--- src/rtl/wb_write_buffer.sv ---
// Write-back buffer in front of the register file write port.
// Retiring results are queued in arrival order and drained one per cycle.
// Decode-stage reads can bypass against queued, not-yet-written values,
// always seeing the youngest queued write to a given register.
module wb_write_buffer #(
    parameter int WORD_LENGTH = 16,
    parameter int ID_LENGTH   = 4,
    parameter int DEPTH       = 4
) (
    input  logic                       clk,
    input  logic                       rst,
    input  logic                       in_valid,
    output logic                       in_ready,
    input  logic [ID_LENGTH-1:0]       in_reg,
    input  logic [WORD_LENGTH-1:0]     in_data,
    input  logic                       drain_en,
    output logic [ID_LENGTH-1:0]       write_reg,
    output logic [WORD_LENGTH-1:0]     write_data,
    output logic                       write_reg_en,
    input  logic [ID_LENGTH-1:0]       lookup_reg1,
    input  logic [ID_LENGTH-1:0]       lookup_reg2,
    output logic                       hit1,
    output logic                       hit2,
    output logic [WORD_LENGTH-1:0]     fwd_data1,
    output logic [WORD_LENGTH-1:0]     fwd_data2,
    output logic [$clog2(DEPTH+1)-1:0] count,
    output logic                       empty
);

    localparam int CW = $clog2(DEPTH + 1);
    localparam int PW = $clog2(DEPTH);

    // Pointer advance wraps explicitly so DEPTH need not be a power of two.
    function automatic logic [PW-1:0] ptr_next(input logic [PW-1:0] p);
        logic [PW-1:0] n;
        if (p == PW'(DEPTH - 1)) begin
            n = '0;
        end else begin
            n = p + PW'(1);
        end
        return n;
    endfunction

    // Physical slot holding the entry 'off' positions younger than 'base'.
    function automatic logic [PW-1:0] slot_at(input logic [PW-1:0] base,
                                               input logic [PW-1:0] off);
        logic [PW:0] sum;
        logic [PW:0] wrapped;
        sum = {1'b0, base} + {1'b0, off};
        if (sum >= (PW+1)'(DEPTH)) begin
            wrapped = sum - (PW+1)'(DEPTH);
        end else begin
            wrapped = sum;
        end
        return wrapped[PW-1:0];
    endfunction

    logic [ID_LENGTH-1:0]   id_mem_r   [DEPTH];
    logic [WORD_LENGTH-1:0] data_mem_r [DEPTH];
    logic [DEPTH-1:0]       valid_r;
    logic [PW-1:0]          head_r;
    logic [PW-1:0]          tail_r;
    logic [CW-1:0]          count_r;

    logic                   in_ready_s;
    logic                   empty_s;
    logic                   write_reg_en_s;
    logic                   push_s;
    logic                   pop_s;
    logic [PW-1:0]          idx_s;
    logic                   match1_s;
    logic                   match2_s;
    logic                   hit1_s;
    logic                   hit2_s;
    logic [WORD_LENGTH-1:0] fwd1_s;
    logic [WORD_LENGTH-1:0] fwd2_s;

    // Handshake and drain decisions; reset suppresses both so nothing leaks to the register file.
    always_comb begin
        empty_s        = (count_r == CW'(0));
        in_ready_s     = rst && (count_r < CW'(DEPTH));
        write_reg_en_s = rst && !empty_s && drain_en;
        push_s         = in_valid && in_ready_s && (in_reg != ID_LENGTH'(0));
        pop_s          = write_reg_en_s;
    end

    // Bypass search in age order from head so the youngest match wins.
    always_comb begin
        hit1_s   = 1'b0;
        hit2_s   = 1'b0;
        fwd1_s   = '0;
        fwd2_s   = '0;
        idx_s    = '0;
        match1_s = 1'b0;
        match2_s = 1'b0;
        for (int i = 0; i < DEPTH; i++) begin
            idx_s    = slot_at(head_r, PW'(i));
            match1_s = valid_r[idx_s] && (id_mem_r[idx_s] == lookup_reg1)
                       && (lookup_reg1 != ID_LENGTH'(0));
            match2_s = valid_r[idx_s] && (id_mem_r[idx_s] == lookup_reg2)
                       && (lookup_reg2 != ID_LENGTH'(0));
            hit1_s   = hit1_s | match1_s;
            hit2_s   = hit2_s | match2_s;
            fwd1_s   = match1_s ? data_mem_r[idx_s] : fwd1_s;
            fwd2_s   = match2_s ? data_mem_r[idx_s] : fwd2_s;
        end
    end

    // Output port drive: head entry on the write port, zero when empty.
    always_comb begin
        in_ready     = in_ready_s;
        write_reg_en = write_reg_en_s;
        write_reg    = empty_s ? ID_LENGTH'(0) : id_mem_r[head_r];
        write_data   = empty_s ? WORD_LENGTH'(0) : data_mem_r[head_r];
        hit1         = hit1_s;
        hit2         = hit2_s;
        fwd_data1    = fwd1_s;
        fwd_data2    = fwd2_s;
        count        = count_r;
        empty        = empty_s;
    end

    // Entry payload storage; validity is tracked separately so no reset is needed here.
    always_ff @(posedge clk) begin
        if (push_s) begin
            id_mem_r[tail_r]   <= in_reg;
            data_mem_r[tail_r] <= in_data;
        end
    end

    // Queue control: pointers, occupancy and entry valid flags.
    always_ff @(posedge clk) begin
        if (!rst) begin
            head_r  <= '0;
            tail_r  <= '0;
            count_r <= '0;
            valid_r <= '0;
        end else begin
            if (pop_s) begin
                valid_r[head_r] <= 1'b0;
                head_r          <= ptr_next(head_r);
            end
            if (push_s) begin
                valid_r[tail_r] <= 1'b1;
                tail_r          <= ptr_next(tail_r);
            end
            case ({push_s, pop_s})
                2'b10:   count_r <= count_r + CW'(1);
                2'b01:   count_r <= count_r - CW'(1);
                default: count_r <= count_r;
            endcase
        end
    end

endmodule
--- config.mk ---
export PLATFORM = sky130hd
export DESIGN_NAME = wb_write_buffer
export DESIGN_NICKNAME = d
export VERILOG_FILES = /design/src/rtl/wb_write_buffer.sv
export SDC_FILE = /design/constraint.sdc
export NUM_CORES = 1
export LEC_CHECK = 0
export CAP_MARGIN = 40
export CORE_AREA = 2 2 114 116
export CTS_CLUSTER_SIZE = 30
export DETAILED_ROUTE_END_ITERATION = 8
export DIE_AREA = 0 0 116 118
export HOLD_SLACK_MARGIN = 0.15
export PLACE_DENSITY = 0.8
export SYNTH_ARGS = -nofsm -noshare
export SYNTH_HDL_FRONTEND = slang
export SYNTH_SLANG_ARGS = --single-unit
--- constraint.sdc ---
create_clock -name clk -period 5.65 [get_ports clk]
set_clock_uncertainty 0.15 [all_clocks]
set_input_delay 1.4125 -clock clk [delete_from_list [all_inputs] [get_ports clk]]
set_output_delay 1.4125 -clock clk [all_outputs]
set_load 0.02 [all_outputs]
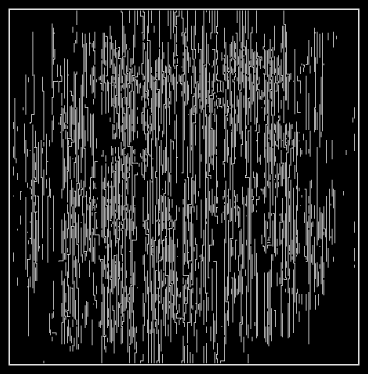
(metal 2)
Scale: 3 px per µm.
nets with wire on the layer: 678
wire length on this layer: 9800 µm
main direction: vertical
longest straight run: 55.8 µm
total number of vias: 5756
routing usage on met2: 48.2%
Detailed Route WL: 19700 µm

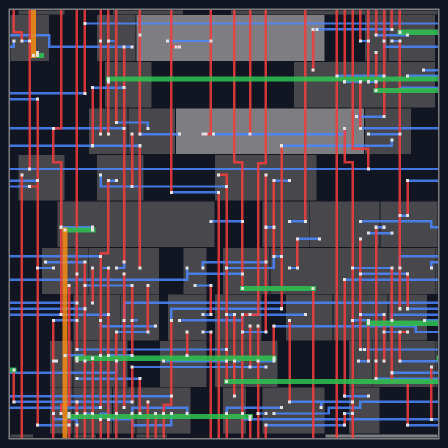
(a small window of the routed layout)
Region (46, 46) to (71, 71) µm. Cells in gray, sequential cells in the stronger gray; small squares are vias.
legend:
  metal 1:
    color: blue
  metal 2:
    color: red
  metal 4:
    color: orange
  metal 3:
    color: green
most frequent: buf_4 (10), mux2i_1 (3), nor2_1 (3)
netlist names of flops here include: `data_mem_r` (2)
cells with their middle in the window: 43
sequential cells in the window: 2

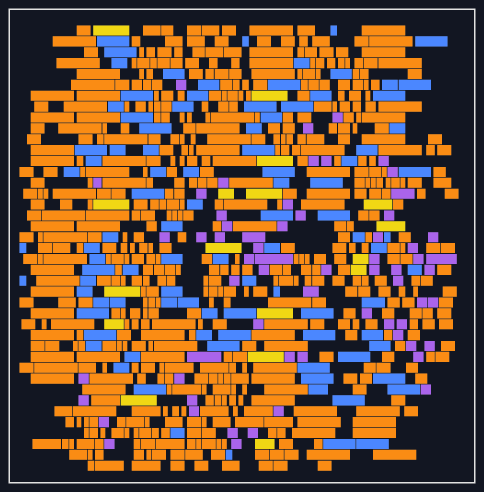
(drive-strength map)
Scale: 4 px per µm.
legend:
  _6 and larger:
    color: yellow
    cells: 17
    share: 2.3%
    most_used: clkbuf_16
  _3 and _4 cells:
    color: purple
    cells: 63
    share: 8.6%
    most_used: buf_4
  _2 cells:
    color: blue
    cells: 95
    share: 13%
    most_used: mux4_2
  _0 and _1 cells:
    color: orange
    cells: 554
    share: 76%
    most_used: edfxtp_1
number of non-clock buffers in the layout: 151
finished layout cell area: 8550 µm²

==> results.sh <==
# yosys + openroad results
export IMPL_met1_usage_pct=39.3
export IMPL_clock_area_share_pct=3.50
export IMPL_tns_ns=0
export IMPL_synth_cell_types=50
export IMPL_grt_overflow=0
export IMPL_crit_cells=11
export IMPL_route_detailed_drc=0
export IMPL_fin_cells=901
export IMPL_firstDrtPassIters=5
export IMPL_post_cts_buffers=0
export IMPL_warnings=33
export IMPL_total_power_mw=2.09
export IMPL_path_clk_slew_ns=0.06
export IMPL_synth_edff_count=80
export IMPL_slowest_delay_ns=0.59
export IMPL_fmaxAchievable_ghz=0.180
export IMPL_rr_worst_depth=10
export IMPL_sh_comb_area_pct=45.7
export IMPL_pg_seq_mw=0.805
export IMPL_switching_share_pct=31.9
export IMPL_power_switching_mw=0.668
export IMPL_criticalPathCategory="primary input to primary output"
export IMPL_power_clock_mw=0.601
export IMPL_worstPathMaxFanout=6
export IMPL_syn_area_per_cell_um2=11.1
export IMPL_dp_cells=882
export IMPL_fin_crit_sh_pct=98.4
export IMPL_top_area_cell="edfxtp_1"
export IMPL_worstHoldStart="tail_r[0]"
export IMPL_top_power_group="sequential cells"
export IMPL_run_status="finished clean"
export IMPL_nonClkBufAreaFrac_pct=16.3
export IMPL_path_buffers=4
export IMPL_drive_gt1_share_pct=24.0
export IMPL_first_iter_violations=674
